<file path="config.mk">
export PLATFORM = sky130hd
export DESIGN_NAME = an_correction_scheduler_n37_flat
export DESIGN_NICKNAME = d
export VERILOG_FILES = /design/src/rtl/an_n37_pkg.sv /design/src/rtl/an_correction_scheduler_n37_if.sv /design/src/rtl/ffs_n25.sv /design/src/rtl/an_correction_scheduler_n37.sv /design/src/flat_wrapper.sv
export SDC_FILE = /design/constraint.sdc
export NUM_CORES = 1
export LEC_CHECK = 0
export CAP_MARGIN = 25
export CELL_PAD_IN_SITES_DETAIL_PLACEMENT = 0
export CELL_PAD_IN_SITES_GLOBAL_PLACEMENT = 1
export CORE_AREA = 5 5 340 342
export CTS_CLUSTER_DIAMETER = 50
export DETAILED_ROUTE_END_ITERATION = 6
export DIE_AREA = 0 0 345 347
export PLACE_DENSITY_LB_ADDON = 0.1
export SLEW_MARGIN = 20
export SYNTH_ARGS = -nofsm -noshare
export SYNTH_HDL_FRONTEND = slang
export SYNTH_SLANG_ARGS = --single-unit
</file>
<file path="constraint.sdc">
create_clock -name clk -period 4.1 [get_ports clk]
set_input_delay 0.615 -clock clk [delete_from_list [all_inputs] [get_ports clk]]
set_output_delay 0.615 -clock clk [all_outputs]
set_load 0.02 [all_outputs]
</file>
<file path="src/rtl/an_n37_pkg.sv">
// Shared constants, FSM state type and helpers for the mod-37 AN-code
// correction scheduler.
package an_n37_pkg;
  localparam int N_CELLS = 25;
  localparam int Q_W     = 13;
  localparam int R_W     = 6;
  localparam int DQ_W    = 18;
  localparam int MODULUS = 37;
  localparam int IDX_W   = 5;
  localparam int CNT_W   = 5;

  typedef enum logic [1:0] {
    ST_IDLE = 2'd0,
    ST_CORR = 2'd1,
    ST_DONE = 2'd2
  } state_e;

  function automatic logic [DQ_W-1:0] zext_q(input logic [Q_W-1:0] q);
    return {{(DQ_W-Q_W){1'b0}}, q};
  endfunction
endpackage

</file>
<file path="src/rtl/an_correction_scheduler_n37_if.sv">
// Frame in/out handshakes plus the side channel to the shared an_decoder_n37.
interface an_correction_scheduler_n37_if;
  import an_n37_pkg::*;

  logic                   in_valid;
  logic                   in_ready;
  logic [N_CELLS*Q_W-1:0] in_q;
  logic [N_CELLS*R_W-1:0] in_r;
  logic [N_CELLS-1:0]     in_err;
  logic [DQ_W-1:0]        dec_quotient;
  logic [R_W-1:0]         dec_residue;
  logic [Q_W-1:0]         dec_message;
  logic                   out_valid;
  logic                   out_ready;
  logic [N_CELLS*Q_W-1:0] out_msg;
  logic [CNT_W-1:0]       out_corr_cnt;

  modport slave (
    input  in_valid, in_q, in_r, in_err, dec_message, out_ready,
    output in_ready, dec_quotient, dec_residue, out_valid, out_msg, out_corr_cnt
  );

  modport master (
    output in_valid, in_q, in_r, in_err, dec_message, out_ready,
    input  in_ready, dec_quotient, dec_residue, out_valid, out_msg, out_corr_cnt
  );
endinterface

</file>
<file path="src/rtl/ffs_n25.sv">
// Lowest-set-bit finder over the 25-cell pending mask.
module ffs_n25 (
  input  logic [24:0] i_mask,
  output logic [4:0]  o_idx,
  output logic        o_found
);
  logic [4:0] w_idx;
  logic       w_found;

  // Scan from the top so the lowest set bit is the last one to win.
  always_comb begin
    w_idx   = 5'd0;
    w_found = 1'b0;
    for (int i = 24; i >= 0; i--) begin
      w_idx   = i_mask[i] ? 5'(i) : w_idx;
      w_found = w_found | i_mask[i];
    end
  end

  assign o_idx   = w_idx;
  assign o_found = w_found;
endmodule

</file>
<file path="src/rtl/an_correction_scheduler_n37.sv">
// Serialises every flagged cell of a 5x5 Barrett frame through one shared
// external an_decoder_n37, lowest cell index first.
module an_correction_scheduler_n37 #(
  parameter int N_CELLS = an_n37_pkg::N_CELLS,
  parameter int Q_W     = an_n37_pkg::Q_W,
  parameter int R_W     = an_n37_pkg::R_W,
  parameter int DQ_W    = an_n37_pkg::DQ_W
) (
  input  logic                           clk,
  input  logic                           rst_n,
  an_correction_scheduler_n37_if.slave   bus
);
  import an_n37_pkg::*;

  state_e                 r_state;
  state_e                 w_next_state;
  logic [N_CELLS-1:0]     r_pend;
  logic [N_CELLS*Q_W-1:0] r_msg;
  logic [N_CELLS*R_W-1:0] r_r;
  logic [CNT_W-1:0]       r_cnt;
  logic                   r_in_ready;
  logic                   r_out_valid;

  logic [IDX_W-1:0]       w_idx;
  logic                   w_found;
  logic [N_CELLS-1:0]     w_onehot;
  logic [N_CELLS-1:0]     w_pend_next;
  logic                   w_accept;
  logic                   w_correct;

  ffs_n25 u_ffs (
    .i_mask  (r_pend),
    .o_idx   (w_idx),
    .o_found (w_found)
  );

  assign w_onehot    = {{(N_CELLS-1){1'b0}}, 1'b1} << w_idx;
  assign w_pend_next = r_pend & ~w_onehot;

  // Next-state and per-cycle strobes.
  always_comb begin
    w_next_state = r_state;
    w_accept     = 1'b0;
    w_correct    = 1'b0;
    case (r_state)
      ST_IDLE: begin
        if (bus.in_valid && r_in_ready) begin
          w_accept     = 1'b1;
          w_next_state = (|bus.in_err) ? ST_CORR : ST_DONE;
        end else begin
          w_next_state = ST_IDLE;
        end
      end
      ST_CORR: begin
        w_correct = w_found;
        if (w_pend_next == {N_CELLS{1'b0}}) begin
          w_next_state = ST_DONE;
        end else begin
          w_next_state = ST_CORR;
        end
      end
      ST_DONE: begin
        if (bus.out_ready) begin
          w_next_state = ST_IDLE;
        end else begin
          w_next_state = ST_DONE;
        end
      end
      default: w_next_state = ST_IDLE;
    endcase
  end

  // Decoder feed: only the currently selected cell, zero outside CORR.
  always_comb begin
    bus.dec_quotient = {DQ_W{1'b0}};
    bus.dec_residue  = {R_W{1'b0}};
    if (r_state == ST_CORR) begin
      bus.dec_quotient = zext_q(r_msg[w_idx*Q_W +: Q_W]);
      bus.dec_residue  = r_r[w_idx*R_W +: R_W];
    end else begin
      bus.dec_quotient = {DQ_W{1'b0}};
      bus.dec_residue  = {R_W{1'b0}};
    end
  end

  // Frame storage, in-place correction and handshake registers.
  always_ff @(posedge clk or negedge rst_n) begin
    if (!rst_n) begin
      r_state     <= ST_IDLE;
      r_pend      <= {N_CELLS{1'b0}};
      r_msg       <= {(N_CELLS*Q_W){1'b0}};
      r_r         <= {(N_CELLS*R_W){1'b0}};
      r_cnt       <= {CNT_W{1'b0}};
      r_in_ready  <= 1'b0;
      r_out_valid <= 1'b0;
    end else begin
      r_state     <= w_next_state;
      r_in_ready  <= (w_next_state == ST_IDLE);
      r_out_valid <= (w_next_state == ST_DONE);
      if (w_accept) begin
        r_msg  <= bus.in_q;
        r_r    <= bus.in_r;
        r_pend <= bus.in_err;
        r_cnt  <= {CNT_W{1'b0}};
      end else if (w_correct) begin
        r_msg[w_idx*Q_W +: Q_W] <= bus.dec_message;
        r_pend                  <= w_pend_next;
        r_cnt                   <= r_cnt + 5'd1;
      end else begin
        r_pend <= r_pend;
      end
    end
  end

  assign bus.in_ready     = r_in_ready;
  assign bus.out_valid    = r_out_valid;
  assign bus.out_msg      = r_msg;
  assign bus.out_corr_cnt = r_cnt;
endmodule

</file>
<file path="src/flat_wrapper.sv">
// flat-port wrapper written by rule: the top's interface ports become plain ports
module an_correction_scheduler_n37_flat import an_n37_pkg::*;
#(
  parameter int N_CELLS = an_n37_pkg::N_CELLS,
  parameter int Q_W     = an_n37_pkg::Q_W,
  parameter int R_W     = an_n37_pkg::R_W,
  parameter int DQ_W    = an_n37_pkg::DQ_W
)
  (clk, rst_n, bus_in_valid, bus_in_q, bus_in_r, bus_in_err, bus_dec_message, bus_out_ready, bus_in_ready, bus_dec_quotient, bus_dec_residue, bus_out_valid, bus_out_msg, bus_out_corr_cnt);
  an_correction_scheduler_n37_if bus_i ();
  input  logic clk;
  input  logic rst_n;
  input wire logic [$bits(bus_i.in_valid)-1:0] bus_in_valid;
  input wire logic [$bits(bus_i.in_q)-1:0] bus_in_q;
  input wire logic [$bits(bus_i.in_r)-1:0] bus_in_r;
  input wire logic [$bits(bus_i.in_err)-1:0] bus_in_err;
  input wire logic [$bits(bus_i.dec_message)-1:0] bus_dec_message;
  input wire logic [$bits(bus_i.out_ready)-1:0] bus_out_ready;
  output wire logic [$bits(bus_i.in_ready)-1:0] bus_in_ready;
  output wire logic [$bits(bus_i.dec_quotient)-1:0] bus_dec_quotient;
  output wire logic [$bits(bus_i.dec_residue)-1:0] bus_dec_residue;
  output wire logic [$bits(bus_i.out_valid)-1:0] bus_out_valid;
  output wire logic [$bits(bus_i.out_msg)-1:0] bus_out_msg;
  output wire logic [$bits(bus_i.out_corr_cnt)-1:0] bus_out_corr_cnt;
  assign bus_i.in_valid = bus_in_valid;
  assign bus_i.in_q = bus_in_q;
  assign bus_i.in_r = bus_in_r;
  assign bus_i.in_err = bus_in_err;
  assign bus_i.dec_message = bus_dec_message;
  assign bus_i.out_ready = bus_out_ready;
  assign bus_in_ready = bus_i.in_ready;
  assign bus_dec_quotient = bus_i.dec_quotient;
  assign bus_dec_residue = bus_i.dec_residue;
  assign bus_out_valid = bus_i.out_valid;
  assign bus_out_msg = bus_i.out_msg;
  assign bus_out_corr_cnt = bus_i.out_corr_cnt;
  an_correction_scheduler_n37 #(.N_CELLS(N_CELLS), .Q_W(Q_W), .R_W(R_W), .DQ_W(DQ_W)) u_core (.clk(clk), .rst_n(rst_n), .bus(bus_i));
endmodule
</file>
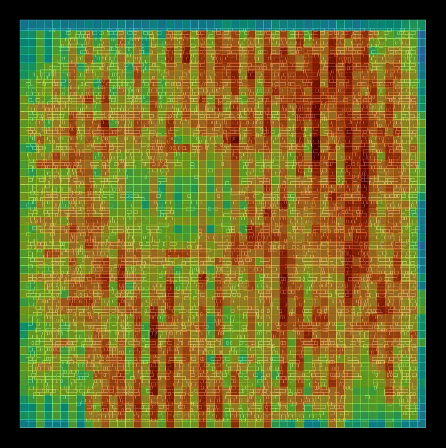
Fig. 1. Routing congestion.
routed wire length per instance: 33.02 microns
GR Util met2: 0.5280
most crowded layer after global routing: met2
final core utilization: 0.4165

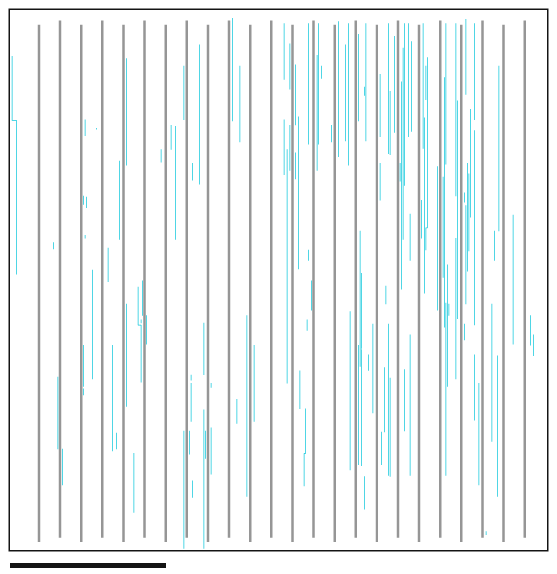
Fig. 2. M4 wires.
The bar under the picture is 100 microns long. Supply wires on this layer in gray.
- main direction: vertical
- wire length on this layer: 6,730 microns
- share of all routed wire: 3.5%
- nets with wire on the layer: 99
- longest straight run: 161 microns
aggregate routed wire length: 195,200 microns
via total after detailed routing: 30.89k

-- cells in the mapped netlist (41+ instances only) --
cell / number
sky130_fd_sc_hd__nor3_1: 104
sky130_fd_sc_hd__dfrtp_1: 509
sky130_fd_sc_hd__o21ai_0: 156
sky130_fd_sc_hd__a31oi_1: 53
sky130_fd_sc_hd__nand2_1: 1024
sky130_fd_sc_hd__clkbuf_1: 190
sky130_fd_sc_hd__a221o_1: 105
sky130_fd_sc_hd__buf_2: 41
sky130_fd_sc_hd__mux2i_1: 193
sky130_fd_sc_hd__nand3_1: 61
sky130_fd_sc_hd__nor2_1: 165
sky130_fd_sc_hd__a21oi_1: 121
sky130_fd_sc_hd__and3_1: 47
==> ci_impl_report.md <==
### Yosys + OpenROAD results

| Metric | Value |
|---|---|
| Placed cell count | `between 5k and 6k` |
| Required time of the worst setup path | `~3.5 ns` |
| Biggest Area Class | `multi-input combinational cells` |
| Count of non-CTS buffers in the layout | `1,288` |
| Clock tree skew after final layout | `approximately 0.028 ns` |
| Metal-1 WL | `between 80,000 and 90,000 microns` |
| CP max stage delay | `about 0.55 ns` |
| I/O Buffers | `between 800 and 900` |
| Basic-gate share of the synthesized area counting and, or, nand and nor cells | `0.2305` |
| Boundary Pins | `approximately 870` |
| Flop-to-flop setup slack | `~0.12 ns` |
| Layout buffering overhead excluding clock cells | `0.2909` |
| Violated checks | `setup timing` |
| Area of all placed cells without fillers | `about 0.047 sq mm` |
| Multi-Input Combinational | `2,384` |
| Count of library flops with an enable pin | `0` |
| Number of global-route vias before repair | `~32k` |
| Critical path class | `flop to primary output` |
| Number of clock sinks | `509` |
| Met3 global-route usage | `0.07207` |
| Mapped cell area | `approximately 0.027 sq mm` |
| Yosys warning total | `0` |
| Setup repair after global routing missed its margin | `true` |
| Post CTS Setup Buffer Count | `roughly 90` |
| Detailed-routing iteration count for the pre-antenna-repair pass | `6` |
| Share of synthesized cell area in and-or and or-and compound cells | `0.1747` |
| Clk slew on worst S/H paths | `0.06 ns` |
| Post-place instance area | `0.04010 sq mm` |
| CTS Buf Count | `96` |
| Share of post-route cells with drive strength above 1 | `0.2015` |
| Critical-path cell with the highest stage delay | `sky130_fd_sc_hd__or4_4` |
| Flip-flop count of the largest register after layout | `roughly 330` |
| Leading cell type in the layout, fill and taps excluded | `sky130_fd_sc_hd__nand2_1` |
| Routed wire length on met3 | `13,480 microns` |
| Commonest cells after routing, fill and taps aside | `1,003 x sky130_fd_sc_hd__nand2_1, 835 x sky130_fd_sc_hd__clkdlybuf4s50_1, 509 x sky130_fd_sc_hd__dfrtp_1, 280 x sky130_fd_sc_hd__buf_4, 187 x sky130_fd_sc_hd__mux2i_1` |
| Depth of the worst register-to-register path | `12` |
| Critical path depth in cells | `13` |
| Series of cell instances along the critical path | `or4_4 > o221ai_4 > a31o_4 > buf_12 > buf_12 > buf_4 > clkbuf_16 > nand2_1 > a311oi_2 > buf_4 > a31oi_1 > a222oi_1 > buf_4` |
| Headroom to the max-slew limit | `0.3408` |
| Routed wl met2 | `94,290 microns` |
| Total of flip-flops plus latches after synthesis | `around 510` |
| Initial antenna violation count | `30` |
| Highest routed metal layer | `met5` |
| Die W | `between 300 and 400 microns` |
| Setup WS post-layout | `-0.4096 ns` |
| Maximum level of the CTS H-tree | `3` |
| Maximum net fanout on the critical path | `11` |
| Final setup vio count | `19` |
| Placeable core region | `about 0.11 sq mm` |
| Clock buffers | `around 120` |
| Count of cells resized by post-cts repair | `384` |
| Data arrival, critical path | `3.89 ns` |
| Die Y | `~350 microns` |
| Distinct cell type count of the synthesized netlist | `about 79` |
| Async set-or-reset flop fraction in the synthesized netlist | `1.000` |
| Dominant comb cell | `simple AND/OR/NAND/NOR gates` |
| Hold_buf cts | `1` |
| Upper clock frequency limit | `between 0.2 and 0.25 GHz` |
| Final tally of max-slew violations | `0` |
| Area of combinational cells with multiple inputs | `0.01489 sq mm` |
| Worst flop-to-flop path endpoint | `u_core.bus.out_msg[223]` |
| Detailed placement HPWL | `148,900 microns` |
| Iteration-0 DRC count of the detailed router | `between 2k and 3k` |
| Post-synthesis sequential area ratio | `0.4686` |
| Buffers from clock root to sink, at most | `3` |
| Largest net degree at the start of global routing | `between 150 and 200` |
| Syn Inst Count | `around 3.2k` |
| Well-tap cell count | `roughly 1.5k` |
| Critical Path Most Common Cell | `sky130_fd_sc_hd__buf_4` |
| Total cell area reported by yosys after synthesis | `roughly 0.027 sq mm` |
| Chip Footprint | `0.1197 sq mm` |
| XOR/XNOR Fraction of Synth Area | `0.001289` |
| Nets | `slightly below 5k` |
| Count of placed standard cells in the final layout, fillers left out | `5,911` |
| Outcome | `complete, but fails checks` |
